`config.mk`:
```
export PLATFORM = sky130hd
export DESIGN_NAME = axi_rd_arbiter
export DESIGN_NICKNAME = d
export VERILOG_FILES = /design/src/rtl/axi_rd_arbiter_pkg.sv /design/src/rtl/axi_rd_arbiter_rr_arb2.sv /design/src/rtl/axi_rd_arbiter.sv
export SDC_FILE = /design/constraint.sdc
export NUM_CORES = 1
export LEC_CHECK = 0
export ABC_CLOCK_PERIOD_IN_PS = 3400
export CAP_MARGIN = 20
export CORE_MARGIN = 4
export CORE_UTILIZATION = 36
export CTS_CLUSTER_SIZE = 20
export DETAILED_ROUTE_END_ITERATION = 7
export PLACE_DENSITY = 0.9
export SYNTH_ARGS = -nofsm -noshare
export SYNTH_HDL_FRONTEND = slang
export SYNTH_SLANG_ARGS = --single-unit
export TNS_END_PERCENT = 20
```
`constraint.sdc`:
```
create_clock -name clk -period 3.4 [get_ports clk]
set_input_delay 0.68 -clock clk [delete_from_list [all_inputs] [get_ports clk]]
set_output_delay 0.68 -clock clk [all_outputs]
set_load 0.02 [all_outputs]
```
`src/rtl/axi_rd_arbiter_pkg.sv`:
```
// -----------------------------------------------------------------------------
// axi_rd_arbiter_pkg
// Shared constants and types for the two-way AXI read arbiter:
//   - fixed AXI burst attributes driven on every request
//   - FSM state encoding (IDLE -> AR -> R -> IDLE)
//   - grant encoding (0 = icache, 1 = dcache)
// -----------------------------------------------------------------------------
package axi_rd_arbiter_pkg;

  localparam logic [2:0] AXI_SIZE_4B    = 3'b010;
  localparam logic [1:0] AXI_BURST_INCR = 2'b01;

  typedef enum logic [1:0] {
    ARB_IDLE = 2'd0,
    ARB_AR   = 2'd1,
    ARB_R    = 2'd2
  } arb_state_t;

  localparam logic GNT_I = 1'b0;
  localparam logic GNT_D = 1'b1;

endpackage

```
`src/rtl/axi_rd_arbiter_rr_arb2.sv`:
```
// -----------------------------------------------------------------------------
// rr_arb2
// Two-way round-robin picker. Purely combinational.
// Ports:
//   i_req_i  icache request
//   i_req_d  dcache request
//   i_prio   requester that wins a tie (GNT_I / GNT_D)
//   o_any    at least one request present
//   o_gnt    selected requester (only meaningful when o_any = 1)
// -----------------------------------------------------------------------------
module rr_arb2
  import axi_rd_arbiter_pkg::*;
(
  input  logic i_req_i,
  input  logic i_req_d,
  input  logic i_prio,
  output logic o_any,
  output logic o_gnt
);

  assign o_any = i_req_i | i_req_d;

  always_comb begin
    o_gnt = GNT_I;
    if (i_req_i && i_req_d) begin
      o_gnt = i_prio;
    end else if (i_req_d) begin
      o_gnt = GNT_D;
    end
  end

endmodule

```
`src/rtl/axi_rd_arbiter.sv`:
```
// -----------------------------------------------------------------------------
// axi_rd_arbiter
// Shares one AXI4 read channel (AR + R) between icache and dcache. One burst is
// outstanding at a time; ties in IDLE are broken round-robin.
//
// Handshake semantics: every channel transfers on the cycle where valid and
// ready are both high; a source holds valid and its payload stable until that
// cycle, and ready may be driven combinationally from the other side's valid.
//
// Ports:
//   clk, rstn                       clock, synchronous active-low reset
//   i_ar*, i_r*                     icache AR request / R beat delivery
//   d_ar*, d_r*                     dcache AR request / R beat delivery
//   arvalid..arid, arready          AXI read-address master
//   rvalid, rlast, rdata, rid, rready  AXI read-data master
//   o_state                         FSM state (debug)
//   o_gnt                           current grant, 0 = icache, 1 = dcache (debug)
// -----------------------------------------------------------------------------
module axi_rd_arbiter
  import axi_rd_arbiter_pkg::*;
#(
  parameter int          ADDR_W = 32,
  parameter int          DATA_W = 32,
  parameter logic [3:0]  ID_I   = 4'd0,
  parameter logic [3:0]  ID_D   = 4'd1
) (
  input  logic              clk,
  input  logic              rstn,
  // icache
  input  logic              i_arvalid,
  input  logic [ADDR_W-1:0] i_araddr,
  input  logic [7:0]        i_arlen,
  output logic              i_arready,
  output logic              i_rvalid,
  output logic              i_rlast,
  output logic [DATA_W-1:0] i_rdata,
  input  logic              i_rready,
  // dcache
  input  logic              d_arvalid,
  input  logic [ADDR_W-1:0] d_araddr,
  input  logic [7:0]        d_arlen,
  output logic              d_arready,
  output logic              d_rvalid,
  output logic              d_rlast,
  output logic [DATA_W-1:0] d_rdata,
  input  logic              d_rready,
  // AXI AR
  output logic              arvalid,
  output logic [ADDR_W-1:0] araddr,
  output logic [7:0]        arlen,
  output logic [2:0]        arsize,
  output logic [1:0]        arburst,
  output logic [3:0]        arid,
  input  logic              arready,
  // AXI R
  input  logic              rvalid,
  input  logic              rlast,
  input  logic [DATA_W-1:0] rdata,
  input  logic [3:0]        rid,
  output logic              rready,
  // debug
  output logic [1:0]        o_state,
  output logic              o_gnt
);

  arb_state_t        r_state;
  arb_state_t        w_state_nxt;
  logic              r_prio;
  logic              r_gnt;
  logic [ADDR_W-1:0] r_araddr;
  logic [7:0]        r_arlen;
  logic [3:0]        r_arid;

  logic              w_any;
  logic              w_pick;
  logic              w_latch;
  logic              w_in_r;
  logic              w_done;
  logic              w_unused;

  // With a single burst in flight the ID carries no routing information.
  assign w_unused = ^rid;

  rr_arb2 u_rr_arb2 (
    .i_req_i (i_arvalid),
    .i_req_d (d_arvalid),
    .i_prio  (r_prio),
    .o_any   (w_any),
    .o_gnt   (w_pick)
  );

  // ---------------------------------------------------------------------------
  // Next-state logic
  // ---------------------------------------------------------------------------
  always_comb begin
    w_state_nxt = r_state;
    w_latch     = 1'b0;
    case (r_state)
      ARB_IDLE: begin
        if (w_any) begin
          w_state_nxt = ARB_AR;
          w_latch     = 1'b1;
        end
      end
      ARB_AR: begin
        if (arready) begin
          w_state_nxt = ARB_R;
        end
      end
      ARB_R: begin
        if (w_done) begin
          w_state_nxt = ARB_IDLE;
        end
      end
      default: begin
        w_state_nxt = ARB_IDLE;
      end
    endcase
  end

  // ---------------------------------------------------------------------------
  // State and AR payload registers
  // ---------------------------------------------------------------------------
  always_ff @(posedge clk) begin
    if (!rstn) begin
      r_state  <= ARB_IDLE;
      r_prio   <= GNT_D;
      r_gnt    <= GNT_I;
      r_araddr <= '0;
      r_arlen  <= '0;
      r_arid   <= '0;
    end else begin
      r_state <= w_state_nxt;
      if (w_latch) begin
        r_gnt    <= w_pick;
        r_araddr <= (w_pick == GNT_D) ? d_araddr : i_araddr;
        r_arlen  <= (w_pick == GNT_D) ? d_arlen  : i_arlen;
        r_arid   <= (w_pick == GNT_D) ? ID_D     : ID_I;
      end
      // The requester that just finished loses the next tie.
      if (w_done) begin
        r_prio <= ~r_gnt;
      end
    end
  end

  // ---------------------------------------------------------------------------
  // AR channel
  // ---------------------------------------------------------------------------
  assign arvalid = (r_state == ARB_AR);
  assign araddr  = r_araddr;
  assign arlen   = r_arlen;
  assign arid    = r_arid;
  assign arsize  = AXI_SIZE_4B;
  assign arburst = AXI_BURST_INCR;

  // The requester's ready is only the slave's handshake passed through.
  assign i_arready = arvalid && arready && (r_gnt == GNT_I);
  assign d_arready = arvalid && arready && (r_gnt == GNT_D);

  // ---------------------------------------------------------------------------
  // R channel: beats outside R are neither accepted nor forwarded.
  // ---------------------------------------------------------------------------
  assign w_in_r = (r_state == ARB_R);
  assign rready = w_in_r && ((r_gnt == GNT_D) ? d_rready : i_rready);
  assign w_done = w_in_r && rvalid && rready && rlast;

  assign i_rvalid = w_in_r && (r_gnt == GNT_I) && rvalid;
  assign i_rlast  = w_in_r && (r_gnt == GNT_I) && rlast;
  assign d_rvalid = w_in_r && (r_gnt == GNT_D) && rvalid;
  assign d_rlast  = w_in_r && (r_gnt == GNT_D) && rlast;
  assign i_rdata  = rdata;
  assign d_rdata  = rdata;

  assign o_state = r_state;
  assign o_gnt   = r_gnt;

endmodule

```
==> run summary, run 1 <==
Quick summary of the implementation run below.

The flow ran to the end, and the final reports show no timing, DRC or antenna violations. The insertion delay at the late pin of the worst-skew pair is 0.29 ns. The net switching share of the total power is 31.3%. The leakage power total is 1.68 nW. For the worst reg-to-reg path, the startpoint reported by OpenROAD is o_state[1]$_SDFFE_PN0P_. Dividing the final minimum period by the clock period gives 82.0%. The number of maximum-capacitance violations recorded for the run is 0. The number of I/O port buffers is 140. The fraction of registers with async set or reset after synthesis came out at 0%. The count of synthesis-stage warnings from yosys came out at 0. In the synthesized netlist the dominant register cell turns out to be sky130_fd_sc_hd__dfxtp_1. The number of standard cells in the layout, taps in and fillers out is 499.

The number of unique standard cell types used by synthesis is 24. The synthesis-to-finish area growth is 29.9%. The power in the clock group is 0.313 mW. The cell type of the slowest stage on the worst timing path is sky130_fd_sc_hd__clkdlybuf4s50_1. The largest net degree at the start of global routing is 52. The kind of cell adding the most delay to the critical path is buffers and inverters. The worst slack after detailed placement came out at 0.609 ns. The tally of filler cells in the layout is 765. The final layout report lists a non-clock inverter count of 0. The power report attributes to the combinational group a share of 38.7%. In this run the critical register-to-register path is captured at araddr[16]$_SDFFE_PN0P_. Detailed placement ended at an HPWL of 6.08 mm.

The core outline area is 8260 um2. The instance area after placement came out at 3930 um2. The endpoint kind of the worst setup timing path is a primary output.

The vertical extent of the die is 101 um. The number of buffers and inverters on the critical path came out at 2. By count the netlist is led by 74 x sky130_fd_sc_hd__buf_4, 44 x sky130_fd_sc_hd__dfxtp_1, 43 x sky130_fd_sc_hd__a21boi_0, 43 x sky130_fd_sc_hd__and3_1.
==> run 1: state kept, by name, summed over array words and instances, names as in the netlist <==
| name | cells |
|---|---|
| araddr | 32 |
| arlen | 8 |
| o_state | 2 |
| o_gnt | 1 |
| r_prio | 1 |
==> run 1: logic make-up (layout without fill, tap and decap cells) <==
| logic type | Yosys count | count (layout) | share of synthesized area [%] |
|---|---|---|---|
| AND-OR/OR-AND | 127 | 127 | 33.9 |
| buffers and inverters | 109 | 152 | 25.1 |
| flip-flops | 44 | 44 | 28.6 |
| multiplexers | 1 | 1 | 0.325 |
| other | 2 | 8 | 0.244 |
| AND/OR/NAND/NOR | 62 | 62 | 11.9 |
==> run 1: layer usage <==
metal	GRT usage (%)	routed length, um
met4	3.83	73
met2	29.2	4320
met1	17.0	3300
met3	5.19	886
met5	0	0
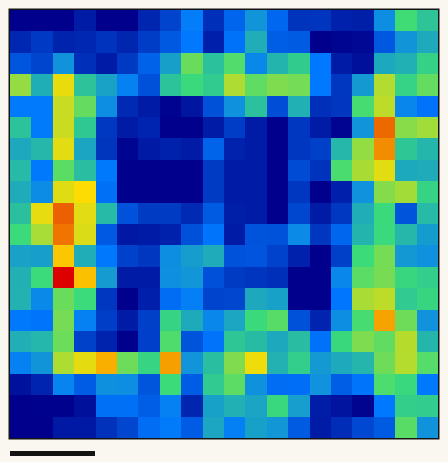
Run 1: routed metal per tile
The bar under the picture is 20 um long. The die is cut into 20 by 20 equal tiles; dark blue is low, red is high, scaled to the fullest tile. Values are wire area over tile area, all layers added.
mean over tiles: 0.14
emptiest ninth of the die: middle
densest ninth of the die: left middle

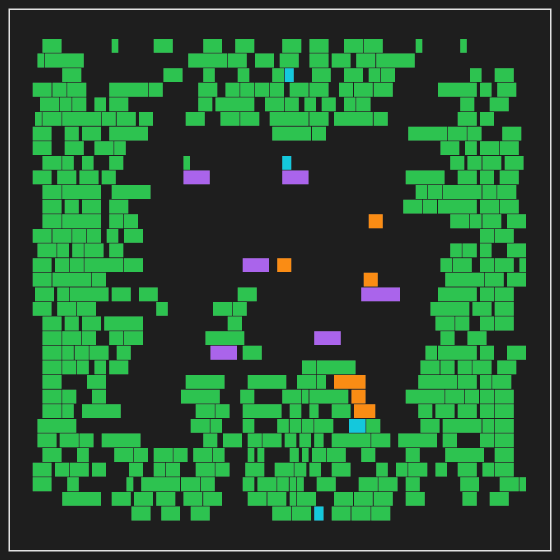
Run 1: cells by drive strength
| color | size | cells |
|---|---|---|
| orange | drive 3 to 4 | 6 |
| purple | drive 6 and up | 6 |
| green | drive 1 or less | 378 |
| cyan | drive 2 | 4 |

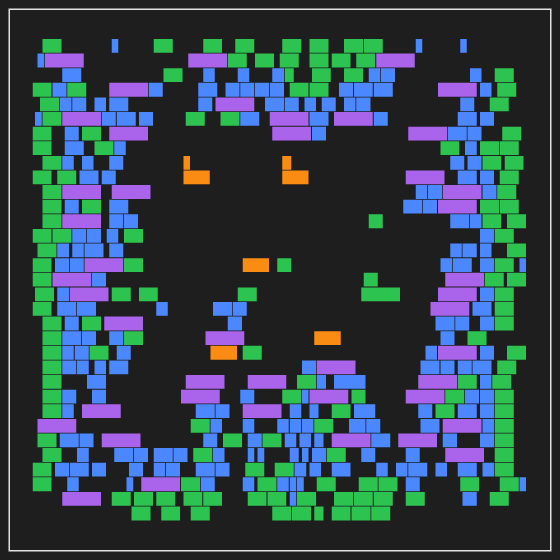
Run 1: cell classes on the final placement
| color | class | cells | share of their area |
|---|---|---|---|
| purple | flip-flops | 44 | 23% |
| orange | clock drivers and dummy loads | 7 | 2.0% |
| blue | all other logic | 198 | 38% |
| green | other buffers and delay cells | 145 | 37% |

==> run 1 -> run 2 <==
--- a/config.mk
+++ b/config.mk
@@ -5,13 +5,13 @@
 export SDC_FILE = /design/constraint.sdc
 export NUM_CORES = 1
 export LEC_CHECK = 0
-export ABC_CLOCK_PERIOD_IN_PS = 3400
+export ABC_CLOCK_PERIOD_IN_PS = 2400
 export CAP_MARGIN = 20
 export CORE_MARGIN = 4
-export CORE_UTILIZATION = 36
+export CORE_UTILIZATION = 30
 export CTS_CLUSTER_SIZE = 20
 export DETAILED_ROUTE_END_ITERATION = 7
-export PLACE_DENSITY = 0.9
+export PLACE_DENSITY = 0.81
 export SYNTH_ARGS = -nofsm -noshare
 export SYNTH_HDL_FRONTEND = slang
 export SYNTH_SLANG_ARGS = --single-unit
==> constraint.sdc (replaced) <==
create_clock -name clk -period 2.4 [get_ports clk]
set_input_delay 0.48 -clock clk [delete_from_list [all_inputs] [get_ports clk]]
set_output_delay 0.48 -clock clk [all_outputs]
set_load 0.02 [all_outputs]
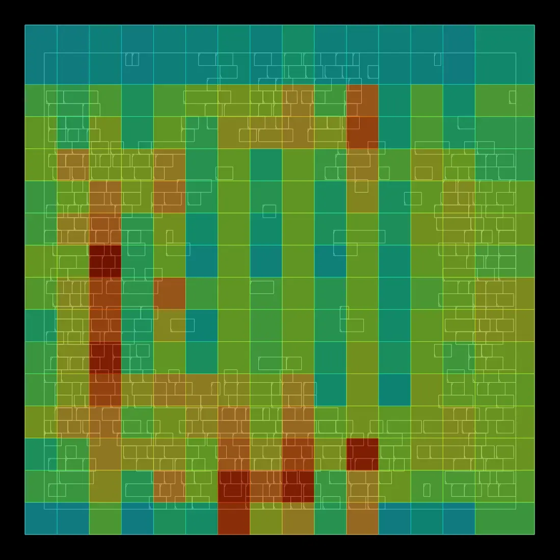
Run 2: routing congestion
routed len/inst: 16.9 um
Most Crowded Layer GR: met2

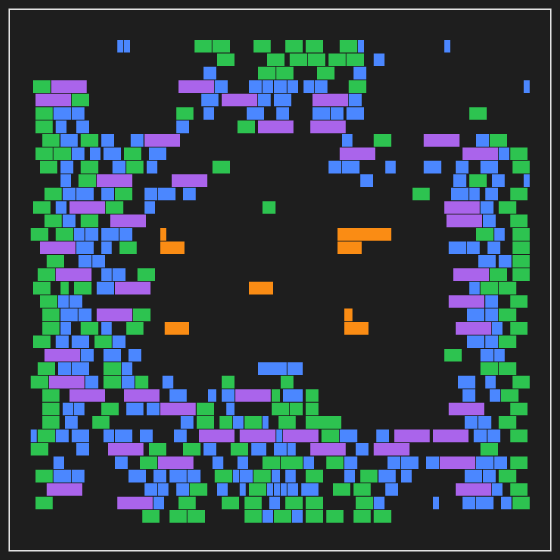
Run 2: cell classes on the final placement
| color | class | cells | share of their area |
|---|---|---|---|
| orange | clock drivers and dummy loads | 8 | 2.7% |
| blue | all other logic | 198 | 37% |
| purple | flip-flops | 44 | 22% |
| green | other buffers and delay cells | 149 | 37% |

==> run 2 against run 1 <==
Net effect:
- clock skew is 0.0039 ns higher
- total power is 51% higher
- sequential power is 42% higher
- first-iteration DRC count went up to 2.6 times the previous value
- final cell count is 6.6% higher
- core utilization is 7.1 points lower
- clock power is 81% higher
- worst setup slack worse by 0.51 ns
- worst hold slack worse by 0.021 ns
- flip-flop count stayed put
- via count is 1.5% higher
- register-to-register slack worse by 0.74 ns
- critical path type is now flip-flop to primary output
- largest cell class unchanged
==> run summary, run 2 <==
Quick summary of the implementation run below.

The largest net degree at the start of global routing is 82. The run finished with clean final reports. In the finished design, the share of the clock period the worst path needs comes to 95.5%. The global routing met3 resource utilization is 5.46%. The post-detailed-placement half-perimeter wirelength came out at 6.36 mm. The power dissipated in sequential cells is 0.867 mW.

The number of inverters outside the clock class in the layout is 0. The instance area after placement is 3990 um2. Broken down by cell family, the worst path's largest delay share belongs to buffers and inverters. Summed over the clock group, the power is 0.568 mW. By count the netlist is led by 74 x sky130_fd_sc_hd__buf_4, 44 x sky130_fd_sc_hd__dfxtp_1, 43 x sky130_fd_sc_hd__a21boi_0, 43 x sky130_fd_sc_hd__and3_1.

The global routing report lists met1 layer usage as 15.5%. Per the skew report, the later register of the worst-skew pair sees a clock latency of 0.29 ns. The relative contribution of combinational cells to total power came out at 36.9%.

Signal routing reaches up to met4. The routed wirelength on the met1 layer is recorded as 3.49 mm. The number of standard cells in the layout, taps in and fillers out is 532. The post-CTS resize count came out at 0.

The flip-flop count of the largest register, all copies and words added is 32. The fraction of registers with async set or reset after synthesis came out at 0%. The routed length on met2 is 4.43 mm.

The net switching share of the total power came out at 30.3%. The path class of the tightest hold or removal check is flip-flop to flip-flop. The met2 global-route usage came out at 26.1%. The tally of filler cells in the layout is 998. The commonest register cell is sky130_fd_sc_hd__dfxtp_1. The deepest clock path buffer count came out at 2.

The worst setup path is captured at a primary output. The number of buffers and inverters on the critical path came out at 1. The switching component of the power was reported as 0.689 mW. The core outline area is 9910 um2.

The synthesis-to-finish area growth is 33.2%. The total of endpoints with negative setup slack in the final report came out at 0. The number of unique standard cell types used by synthesis is 24. The vertical extent of the die came out at 109 um. Adding up every negative setup slack in the final design gives 0 ns. During synthesis, Yosys emitted a total of 0 warnings.

The routed design uses 972 um of met3 wire. The arrival time at the worst endpoint is 1.81 ns. Per the STA report, the cell with the highest stage delay on the worst path is sky130_fd_sc_hd__clkdlybuf4s50_1. The initial core utilization is 31.1%. The shortest period the worst path allows is 2.29 ns.

The leakage power total came out at 1.73 nW. Port buffering added 140 buffers. The worst slack after detailed placement came out at 0.0287 ns.
[run 2: worst paths after layout]
kind,cells after the start,end,slack (ns),from
worst min-delay path,2,r_prio$_SDFFE_PN1P_,0.50,r_prio$_SDFFE_PN1P_
worst max-delay path,3,d_arready,0.11,o_state[0]$_SDFFE_PN0P_
worst min register to register,2,r_prio$_SDFFE_PN1P_,0.50,r_prio$_SDFFE_PN1P_
worst max register to register,4,araddr[30]$_SDFFE_PN0P_,0.93,o_state[1]$_SDFFE_PN0P_
[run 2: cells by family after synthesis]
kind of cell | after synthesis | share of synthesized area [%]
other | 2 | 0.244
AND/OR/NAND/NOR | 62 | 11.9
flip-flops | 44 | 28.6
AND-OR/OR-AND | 127 | 33.9
buffers and inverters | 109 | 25.1
multiplexers | 1 | 0.325
Power is estimated from default activity; no workload was simulated.
